==> src/rtl/rv64g_wb_arbiter.sv <==
// Integer writeback arbiter: round-robin selects one completed result per
// cycle and presents it one cycle later as a write-unlock strobe.

package rv64g_pkg;
   localparam int XLEN     = 64;
   localparam int NUM_REGS = 32;
endpackage

module rv64g_wb_arbiter #(
   parameter  int NUM_SRC = 4,
   localparam int NR      = rv64g_pkg::NUM_REGS,
   localparam int DW      = rv64g_pkg::XLEN,
   localparam int AW      = $clog2(NR)
) (
   input  logic                             clk_i,
   input  logic                             arst_ni,
   input  logic [NUM_SRC-1:0]               src_valid_i,
   input  logic [NUM_SRC-1:0][AW-1:0]       src_rd_addr_i,
   input  logic [NUM_SRC-1:0][DW-1:0]       src_data_i,
   output logic [NUM_SRC-1:0]               src_ready_o,
   output logic                             wr_unlock_en_o,
   output logic [AW-1:0]                    wr_unlock_addr_o,
   output logic [DW-1:0]                    wr_unlock_data_o
);

   localparam int PW = $clog2(NUM_SRC);

   logic [PW-1:0] ptr;
   logic [PW-1:0] gnt_idx;
   logic          gnt_any;
   logic [PW-1:0] ptr_nxt;

   // Scan ptr, ptr+1, ... (wrapping) and pick the first valid source.
   always_comb begin
      gnt_any = 1'b0;
      gnt_idx = '0;
      for (int k = 0; k < NUM_SRC; k++) begin
         int j;
         j = int'(ptr) + k;
         if (j >= NUM_SRC) j = j - NUM_SRC;
         if (!gnt_any && src_valid_i[j]) begin
            gnt_any = 1'b1;
            gnt_idx = PW'(j);
         end
      end
   end

   // One-hot grant back to the sources; all-zero when nothing is valid.
   always_comb begin
      src_ready_o = '0;
      if (gnt_any) src_ready_o[gnt_idx] = 1'b1;
   end

   // Pointer moves just past the winner so it gets lowest priority next.
   always_comb begin
      ptr_nxt = ptr;
      if (gnt_any)
         ptr_nxt = (gnt_idx == PW'(NUM_SRC - 1)) ? '0 : gnt_idx + PW'(1);
   end

   // Register the winner; x0 results are consumed but never strobe.
   always_ff @(posedge clk_i or negedge arst_ni) begin
      if (!arst_ni) begin
         ptr              <= '0;
         wr_unlock_en_o   <= 1'b0;
         wr_unlock_addr_o <= '0;
         wr_unlock_data_o <= '0;
      end else begin
         ptr            <= ptr_nxt;
         wr_unlock_en_o <= 1'b0;
         if (gnt_any) begin
            wr_unlock_en_o   <= |src_rd_addr_i[gnt_idx];
            wr_unlock_addr_o <= src_rd_addr_i[gnt_idx];
            wr_unlock_data_o <= src_data_i[gnt_idx];
         end
      end
   end

endmodule

==> config.mk <==
export PLATFORM = sky130hd
export DESIGN_NAME = rv64g_wb_arbiter
export DESIGN_NICKNAME = d
export VERILOG_FILES = /design/src/rtl/rv64g_wb_arbiter.sv
export SDC_FILE = /design/constraint.sdc
export NUM_CORES = 1
export LEC_CHECK = 0
export ABC_CLOCK_PERIOD_IN_PS = 2500
export CAP_MARGIN = 20
export CORE_AREA = 2 2 137 139
export CTS_CLUSTER_DIAMETER = 40
export DETAILED_ROUTE_END_ITERATION = 10
export DIE_AREA = 0 0 139 141
export PLACE_DENSITY = 0.69
export REMOVE_ABC_BUFFERS = 1
export SYNTH_ARGS = -nofsm -noshare
export SYNTH_HDL_FRONTEND = slang
export SYNTH_SLANG_ARGS = --single-unit
==> constraint.sdc <==
create_clock -name clk_i -period 2.5 [get_ports clk_i]
set_input_delay 0.625 -clock clk_i [delete_from_list [all_inputs] [get_ports clk_i]]
set_output_delay 0.625 -clock clk_i [all_outputs]
set_load 0.005 [all_outputs]
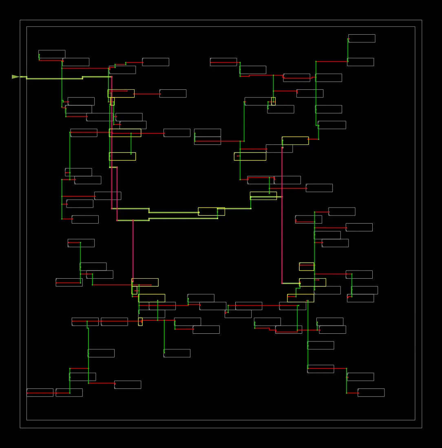
**Above:** clock routing.
Clock Sinks: 72
Num CTS Buffers: 9
worst clock skew: 0.00715 ns
Late-Pin Clk Latency: 0.33 ns
seq_cells: 72

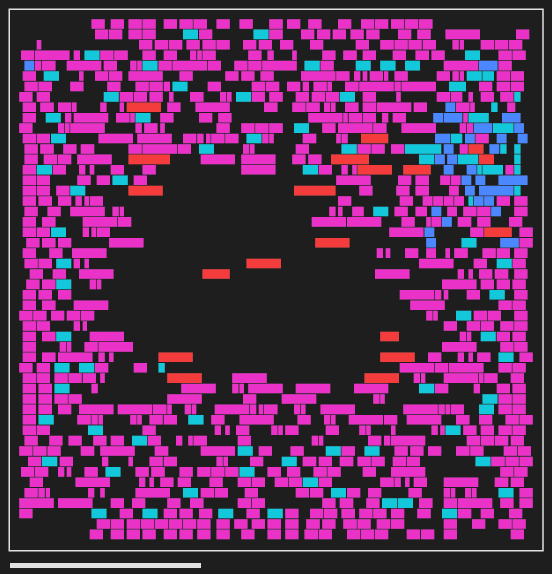
**Above:** drive-strength map.
Scale bar: 50 um.
- magenta: _0 and _1 cells (cells 712; share 84%)
- blue: _3 and _4 cells (cells 31; share 3.7%)
- red: _6 and larger (cells 19; share 2.2%)
- cyan: _2 cells (cells 86; share 10%)

==> results.ini <==
[placed_design]
routabilityCongestion = 0.764
placed_cell_area_um2 = 8870

[pwr]
combPwrFrac_pct = 57.2
p_leak_nw = 3.77
p_per_area_nw_per_um2 = 846
swShare_pct = 31.6
switching_power_mw = 2.48
clock_power_share_pct = 17.4

[setup_path]
worstReg2RegEnd = wr_unlock_en_o
reg2reg_depth = 9
worst-r2r-setup-slack_ns = 0.18
cp-endpoint = src_ready_o[3]
crit_path_start_kind = input port
critPathArrivalTime_ns = 1.84
critPathKind = input port to output pin
end_kind = output pin

[clock_tree]
hold_buffers = 0
clkTransAtPathRegs_ns = 0.06
root_buffer = clkbuf_16
cts_tree = done

[timing]
rsz0062_at_grt = yes
fin_tns_setup_ns = 0
setup_slack_ns = 0.0356
worstMarginPinSlew_ns = 0.593
finalHoldWorstSlack_ns = 0.250

[drt]
viasPerCell = 4.51
wirelength_um = 17400
drt_pass1_iterations = 4
ant_nets = 0

[global_route]
antenna_found_initial = 0
grt_usage_pct = 17.4
grt-ovfl-total = 0

[job]
warnings = 31
maxCapViolCount = 0

[die]
die_x_um = 139
pin_count = 356
dieArea_um2 = 19600
floorplan.core_util_pct = 27.6
die_h_um = 141

[cells_and_area]
diodes = 0
fin_area_um2 = 9290
final_cell_mix = clkdlybuf4s50_1 (346), mux2i_1 (135), dfrtp_1 (71)
final_nets = 1129

[synth]
syn-instance-count = 488
ys_ff = 72
yosys.area.top_type = dfrtp_1
synth_cell_type_count = 27
ys_cells = 488
avgSynthCellArea_um2 = 10.3

[outcome]
status = complete, no violations

power groups by stage:
stage / clock network (mW) / logic [mW] / registers (mW)
after floorplan: 0 / 2.37 / 2.03
after global placement: 0 / 4.38 / 1.98
after detailed placement: 0 / 4.41 / 2.00
after CTS: 1.43 / 4.50 / 1.99
after global routing: 1.48 / 4.86 / 2.06
final: 1.37 / 4.50 / 1.99
metal layers:
| metal | part of all wire [%] | track usage (%) |
|---|---|---|
| met1 | 42 | 21.2 |
| met2 | 50 | 30.2 |
| met3 | 6.9 | 4.55 |
| met4 | 1.6 | 5.16 |
| met5 | 0 | 0 |
timing repair:
item	in CTS	in global routing
setup endpoints to repair	67	37
gates resized	39	15
pin swaps	2	5
buffers inserted	7	0
registers in the layout, summed over array words and instances (netlist names):
| name | flops |
|---|---|
| wr_unlock_en_o | 1 |
| wr_unlock_data_o | 64 |
| wr_unlock_addr_o | 5 |
| ptr | 2 |
worst min path at each step:
stage                                   start                    to  slack [ns]  depth (start not counted)
after global placement    wr_unlock_addr_o[4]   wr_unlock_addr_o[4]        0.46                          2
after floorplan                       arst_ni                ptr[0]        0.33                          0
after global routing                  arst_ni  wr_unlock_data_o[56]        0.29                          1
after detailed placement  wr_unlock_addr_o[4]   wr_unlock_addr_o[4]        0.47                          2
after CTS                             arst_ni  wr_unlock_data_o[56]        0.26                          1
final                                 arst_ni  wr_unlock_data_o[56]        0.25                          1
cell usage after synthesis:
cell type    n
nor3b_1      1
clkbuf_1    16
nor4_2       1
o21ai_0      1
a2bb2oi_1    1
nor2_1       1
o22a_1       1
inv_1        3
nand2_1     70
nand2b_1     1
a211o_1      1
a21oi_1      2
ha_1         4
a41oi_1      1
o21ai_1     67
buf_6       11
o31ai_1      2
dfrtp_1     72
buf_2       11
nor2b_1      7
buf_4        1
mux2_2      68
a31o_2       1
a211oi_1     4
mux2i_1    135
o21a_1       4
nor2_4       1
worst max-delay path, cell delays in order:
cell and delay (ns):
buf_2 0.12, nor2b_1 0.13, a211o_1 0.32, nor2_4 0.14, buf_6 0.11, ha_2 0.16
nor2b_4 0.12, buf_2 0.11
final cells by class:
cell class / count / area [um2]
clock buffers: 13 / 250
clock inverters: 3 / 65.1
fillers: 1733 / 8980
inverters: 3 / 11.3
multi-input cells: 374 / 3070
flip-flops and latches: 72 / 1800
well taps: 234 / 293
repair buffers: 383 / 3800
through the flow:
stage | power [mW] | std cells
5_1_grt | 8.40 | 1082
4_1_cts | 7.92 | 1083
2_1_floorplan | 4.40 | 449
6_report | 7.86 | 1082
3_3_place_gp | 6.36 | 1060
3_5_place_dp | 6.41 | 1060
logic make-up (layout without fill, tap and decap cells):
kind of cell	after synthesis	after routing	synth area share (%)
AND-OR/OR-AND	85	85	9.30
adder cells (fa/ha/maj)	4	4	0.992
buffers and inverters	42	402	5.11
flip-flops	72	72	35.7
multiplexers	203	203	42.0
AND/OR/NAND/NOR	82	82	6.90
No activity file was given, so power comes from the tool's default toggle rates.
